==> config.mk <==
export PLATFORM = sky130hd
export DESIGN_NAME = watchdog_supervisor
export DESIGN_NICKNAME = d
export VERILOG_FILES = /design/src/rtl/watchdog_supervisor.sv
export SDC_FILE = /design/constraint.sdc
export NUM_CORES = 1
export LEC_CHECK = 0
export ABC_AREA = 0
export CAP_MARGIN = 20
export CORE_MARGIN = 2
export CORE_UTILIZATION = 58
export DETAILED_ROUTE_END_ITERATION = 7
export GPL_ROUTABILITY_DRIVEN = 0
export PLACE_DENSITY = 0.84
export SETUP_SLACK_MARGIN = 0.4
export SKIP_LAST_GASP = 1
export SLEW_MARGIN = 0
export SYNTH_ARGS = -nofsm -noshare
export SYNTH_HDL_FRONTEND = slang
export SYNTH_SLANG_ARGS = --single-unit
==> constraint.sdc <==
create_clock -name clk -period 4.8 [get_ports clk]
set_clock_uncertainty 0.15 [all_clocks]
set_input_delay 1.44 -clock clk [delete_from_list [all_inputs] [get_ports clk]]
set_output_delay 1.44 -clock clk [all_outputs]
set_load 0.02 [all_outputs]
==> src/rtl/watchdog_supervisor.sv <==
// -----------------------------------------------------------------------------
// watchdog_supervisor
//
// Collects heartbeats from up to NUM_SRC requesters over fixed windows of
// CHECK_PERIOD cycles. When every enabled requester has beaten during a window,
// it sends one aggregated heartbeat pulse to a downstream watchdog timer. When
// the watchdog fires, the supervisor holds the supervised datapath in reset for
// RECOVER_CYCLES cycles. After MAX_RETRIES recoveries it locks out, and only
// rst clears that state.
//
// Optional feature (macro WDT_SUP_RETRY_DECAY_EN): a run of 8 consecutive
// healthy windows forgives one earlier recovery. When the macro is not
// defined, retry_count only ever goes up until rst, and no streak counter
// exists in the design.
//
// Ports:
//   clk             system clock, all logic on rising edge
//   rst             synchronous active-high reset
//   src_enable      per-requester participation mask
//   src_beat        per-requester heartbeat (pulse or level)
//   wdt_triggered   expiry flag from the downstream watchdog
//   wdt_enable      watchdog enable (high only while supervising)
//   wdt_heartbeat   one-cycle aggregated heartbeat
//   wdt_force_reset force-reset request to the watchdog
//   subsys_reset    reset to the supervised datapath
//   missing_mask    enabled sources absent in the last completed window
//   retry_count     recoveries performed since rst (saturating)
//   lockout         permanent fault indication
// -----------------------------------------------------------------------------
module watchdog_supervisor #(
    parameter int NUM_SRC        = 4,
    parameter int CHECK_PERIOD   = 1000,
    parameter int RECOVER_CYCLES = 16,
    parameter int MAX_RETRIES    = 3
) (
    input  logic               clk,
    input  logic               rst,
    input  logic [NUM_SRC-1:0] src_enable,
    input  logic [NUM_SRC-1:0] src_beat,
    input  logic               wdt_triggered,
    output logic               wdt_enable,
    output logic               wdt_heartbeat,
    output logic               wdt_force_reset,
    output logic               subsys_reset,
    output logic [NUM_SRC-1:0] missing_mask,
    output logic [1:0]         retry_count,
    output logic               lockout
);

    localparam int CNT_W = $clog2(CHECK_PERIOD);
    localparam int REC_W = $clog2(RECOVER_CYCLES + 1);

    typedef enum logic [1:0] {
        IDLE    = 2'd0,
        RUN     = 2'd1,
        RECOVER = 2'd2,
        LOCKOUT = 2'd3
    } state_t;

    state_t             state_q, state_d;
    logic [CNT_W-1:0]   period_q, period_d;
    logic [NUM_SRC-1:0] seen_q, seen_d;
    logic [NUM_SRC-1:0] missing_q, missing_d;
    logic [1:0]         retry_q, retry_d;
    logic [REC_W-1:0]   rec_q, rec_d;
    logic               hb_q, hb_d;

    logic win_end;
    logic healthy;
    logic retry_at_max;

    assign win_end      = (period_q == CNT_W'(CHECK_PERIOD - 1));
    // Health uses the registered seen mask only. A beat that arrives on the
    // window-end cycle is carried into the next window.
    assign healthy      = ((seen_q & src_enable) == src_enable);
    assign retry_at_max = (retry_q == 2'(MAX_RETRIES));

`ifdef WDT_SUP_RETRY_DECAY_EN
    logic [2:0] streak_q, streak_d;

    always_ff @(posedge clk) begin
        if (rst) streak_q <= '0;
        else     streak_q <= streak_d;
    end
`endif

    always_ff @(posedge clk) begin
        if (rst) begin
            state_q   <= IDLE;
            period_q  <= '0;
            seen_q    <= '0;
            missing_q <= '0;
            retry_q   <= '0;
            rec_q     <= '0;
            hb_q      <= 1'b0;
        end else begin
            state_q   <= state_d;
            period_q  <= period_d;
            seen_q    <= seen_d;
            missing_q <= missing_d;
            retry_q   <= retry_d;
            rec_q     <= rec_d;
            hb_q      <= hb_d;
        end
    end

    always_comb begin
        state_d   = state_q;
        period_d  = period_q;
        seen_d    = seen_q;
        missing_d = missing_q;
        retry_d   = retry_q;
        rec_d     = rec_q;
        hb_d      = 1'b0;
`ifdef WDT_SUP_RETRY_DECAY_EN
        streak_d  = streak_q;
`endif

        case (state_q)
            IDLE: begin
                period_d = '0;
                seen_d   = '0;
                if (|src_enable) state_d = RUN;
            end

            RUN: begin
                // A trigger takes priority over both disable and window end,
                // so a coincident window never produces a heartbeat.
                if (wdt_triggered) begin
`ifdef WDT_SUP_RETRY_DECAY_EN
                    streak_d = '0;
`endif
                    if (!retry_at_max) begin
                        state_d = RECOVER;
                        retry_d = retry_q + 2'd1;   // below max, so no wrap
                        rec_d   = '0;
                    end else begin
                        state_d = LOCKOUT;
                    end
                end else if (~|src_enable) begin
                    state_d = IDLE;
                end else if (win_end) begin
                    period_d = '0;
                    seen_d   = src_beat;
                    if (healthy) begin
                        hb_d      = 1'b1;
                        missing_d = '0;
`ifdef WDT_SUP_RETRY_DECAY_EN
                        if (streak_q == 3'd7) begin
                            streak_d = '0;
                            if (retry_q != 2'd0) retry_d = retry_q - 2'd1;
                        end else begin
                            streak_d = streak_q + 3'd1;
                        end
`endif
                    end else begin
                        missing_d = src_enable & ~seen_q;
`ifdef WDT_SUP_RETRY_DECAY_EN
                        streak_d  = '0;
`endif
                    end
                end else begin
                    period_d = period_q + CNT_W'(1);
                    seen_d   = seen_q | src_beat;
                end
            end

            RECOVER: begin
                // Beats and triggers are deliberately not looked at here.
                if (rec_q == REC_W'(RECOVER_CYCLES - 1)) begin
                    state_d  = (|src_enable) ? RUN : IDLE;
                    period_d = '0;
                    seen_d   = '0;
                end else begin
                    rec_d = rec_q + REC_W'(1);
                end
            end

            LOCKOUT: begin
                // Only rst leaves this state.
            end

            default: state_d = IDLE;
        endcase
    end

    assign wdt_enable      = (state_q == RUN);
    assign subsys_reset    = (state_q == RECOVER) || (state_q == LOCKOUT);
    assign wdt_force_reset = (state_q == RECOVER) || (state_q == LOCKOUT);
    assign lockout         = (state_q == LOCKOUT);
    assign wdt_heartbeat   = hb_q;
    assign missing_mask    = missing_q;
    assign retry_count     = retry_q;

endmodule

==> qor.csv <==
metric;value;unit
status;complete, no violations;
fp.dieH;56.1;microns
regToRegEndpoint;period_q[9];
hold_path_end;missing_mask[1];
ys_cells;189;
p_leak;0.621;nW
grt_pass1_wl;5880;microns
r2r_setup_slack;2.07;ns
top_cells_by_count;dfxtp_1 (28), a21oi_1 (15), inv_1 (13);
crit_path_top_delay_cell;clkdlybuf4s50_1;
overflow;0;
postCtsResizedCells;0;
cp.depth;3;
cts_tree;yes;
yosysUniqueCellTypes;42;
cp-start-kind;flop;
fin_crit_sh;75.5;%
endpoint;wdt_enable;
flop_cell;dfxtp_1;
cp-end-kind;primary output;
ys_ff;28;
yosysChipArea;1570;sq um
synth_area;1570;sq um
ir_worst_vdd;0.254;mV
worstSetupStartpoint;state_q[1];
max_freq;276;MHz
hold_violations;0;
final_max_slew_viol_count;0;
nets;223;
area_leaders;dfxtp_1 (36%), ha_1 (6.4%), a21oi_1 (4.8%), or4_1 (3.8%), inv_1 (3.1%);
layout.cells.most_common;dfxtp_1;
chip_area;3150;sq um
min_path_type;flop to flop;
drt_iter0_drc;61;
placementRows;18;
core;2520;sq um
cts_buffer_depth;2;
period_minus_slack;3.63;ns
-- metrics by stage --
stage	area (sq um)	hold WS, ns	total power [W]
after global routing	1820	0.356	0.000614
after floorplan	1570	0.299	0.000407
after detailed placement	1780	0.318	0.000464
final	1820	0.341	0.000577
after global placement	1780	0.313	0.000458
after CTS	1820	0.337	0.000577
-- flip-flops by register name, indices dropped and copies added, names as in the netlist --
register,cells
state_q,2
seen_q,4
wdt_heartbeat,1
rec_q,5
missing_mask,4
retry_count,2
period_q,10
-- area by class of cell --
cell class              instances  share of cell area [%]
repair buffers                 23                    12.4
clock buffers                   4                    2.00
well taps                      30                    2.06
flip-flops and latches         28                    30.8
inverters                      13                    2.68
multi-input cells             135                    50.0
-- power by group --
group          switching [W]  internal, W  leakage (nW)
sequential         0.0000131     0.000245         0.226
clock              0.0000678    0.0000465        0.0210
combinational       0.000128    0.0000768         0.374
total               0.000209     0.000369         0.621
-- worst reg2reg max path: cells and delay by family, from the launching register on --
family | cells | cell delay [ns]
flops | 1 | 0.41
fa+ha+maj | 1 | 0.40
simple gates | 2 | 0.84
compound gates | 2 | 0.79
buf+inv | 1 | 0.08
-- cell families after synthesis --
group	count (synthesis)	share of synthesized area [%]
AND/OR/NAND/NOR	68	25.5
AND-OR/OR-AND	56	24.1
flip-flops	28	35.6
buffers and inverters	26	6.60
adder cells (fa/ha/maj)	8	6.36
multiplexers	2	1.27
XOR/XNOR	1	0.557
-- routing by layer --
layer / vias to the layer above / share of wire (%) / global-route usage, %
met4: 0 / 0.75 / 3.40
met2: 48 / 46 / 34.8
met3: 4 / 6.2 / 5.35
met5: - / 0 / 0
li1: 741 / - / -
met1: 679 / 47 / 32.9
Signal wires on met2:
Bar = 20 microns.
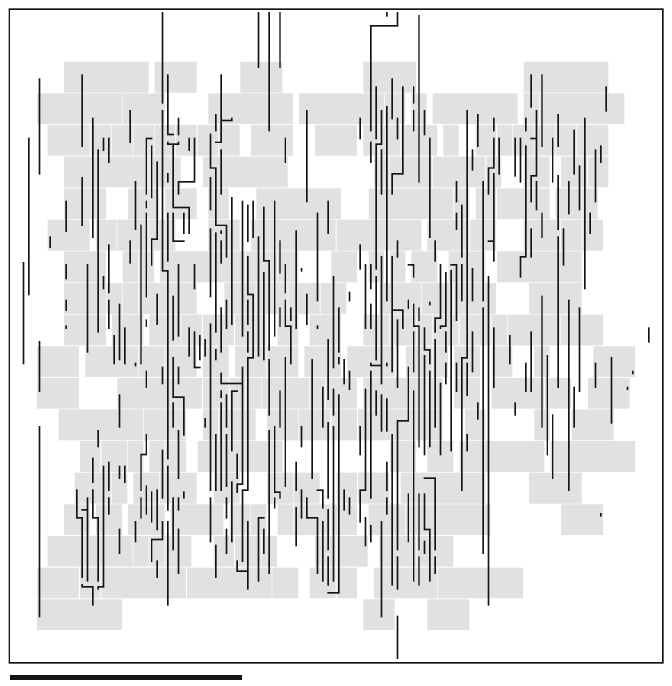
- nets with wire on the layer: 181
- wire length on this layer: 1,520 microns
- main direction: vertical
- share of all routed wire: 46%
vias post-DR: 1,472
met2 GRT Util: 34.8%
drt total wl: 3340 microns

Metal layers overlaid:
Two of the layers only.
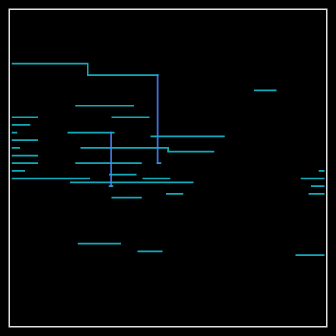
- blue: M4 (wire length 25.2 microns)
- cyan: M3 (wire length 207 microns)
GRT Util Overall: 22.7%
drt wl/cell: 14.3 microns

The metal 1 layer:
Bar = 20 microns. Supply wires on this layer in grey.
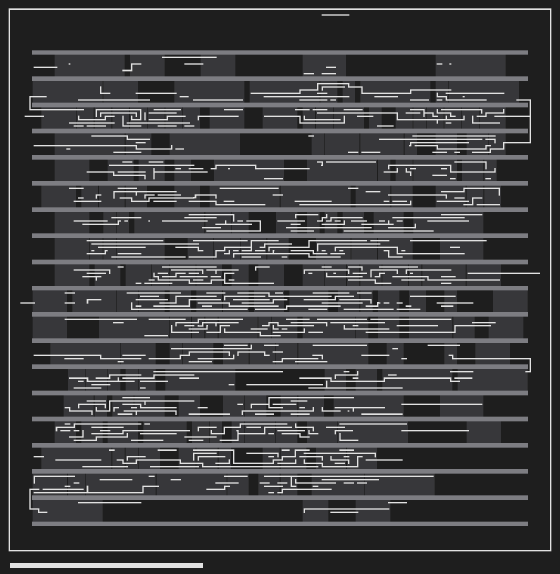
- main direction: horizontal
- share of all routed wire: 48%
met1 Usage GRT: 32.9%

Sizing map:
Bar = 20 microns.
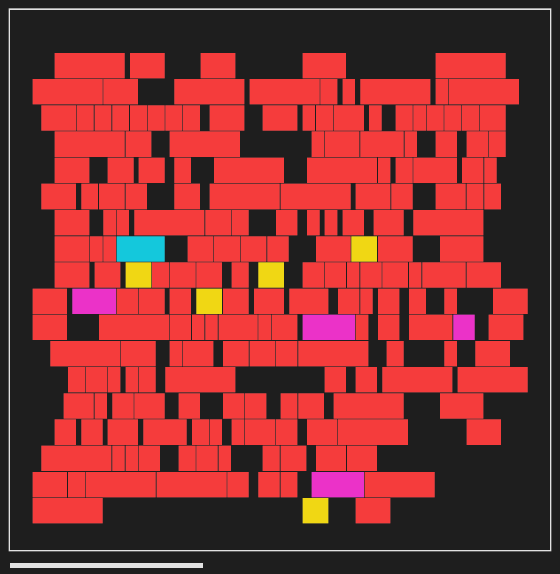
- magenta: x2 (cells 4; most used a221oi_2)
- yellow: x3 and x4 (cells 5; most used clkbuf_4)
- cyan: x6 and larger (cells 1; most used clkbuf_8)
- red: x1 and smaller (cells 193; most used dfxtp_1)
worst setup margin: 1.17 ns
Non-CTS buffers: 23
final instance area: 1820 sq um

Routing congestion map:
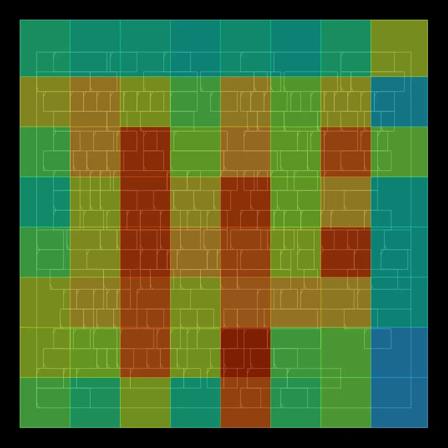
fin util: 72.1%
GR Util met3: 5.35%
GRT busiest layer: met2

Power and IR drop assume default switching activity.
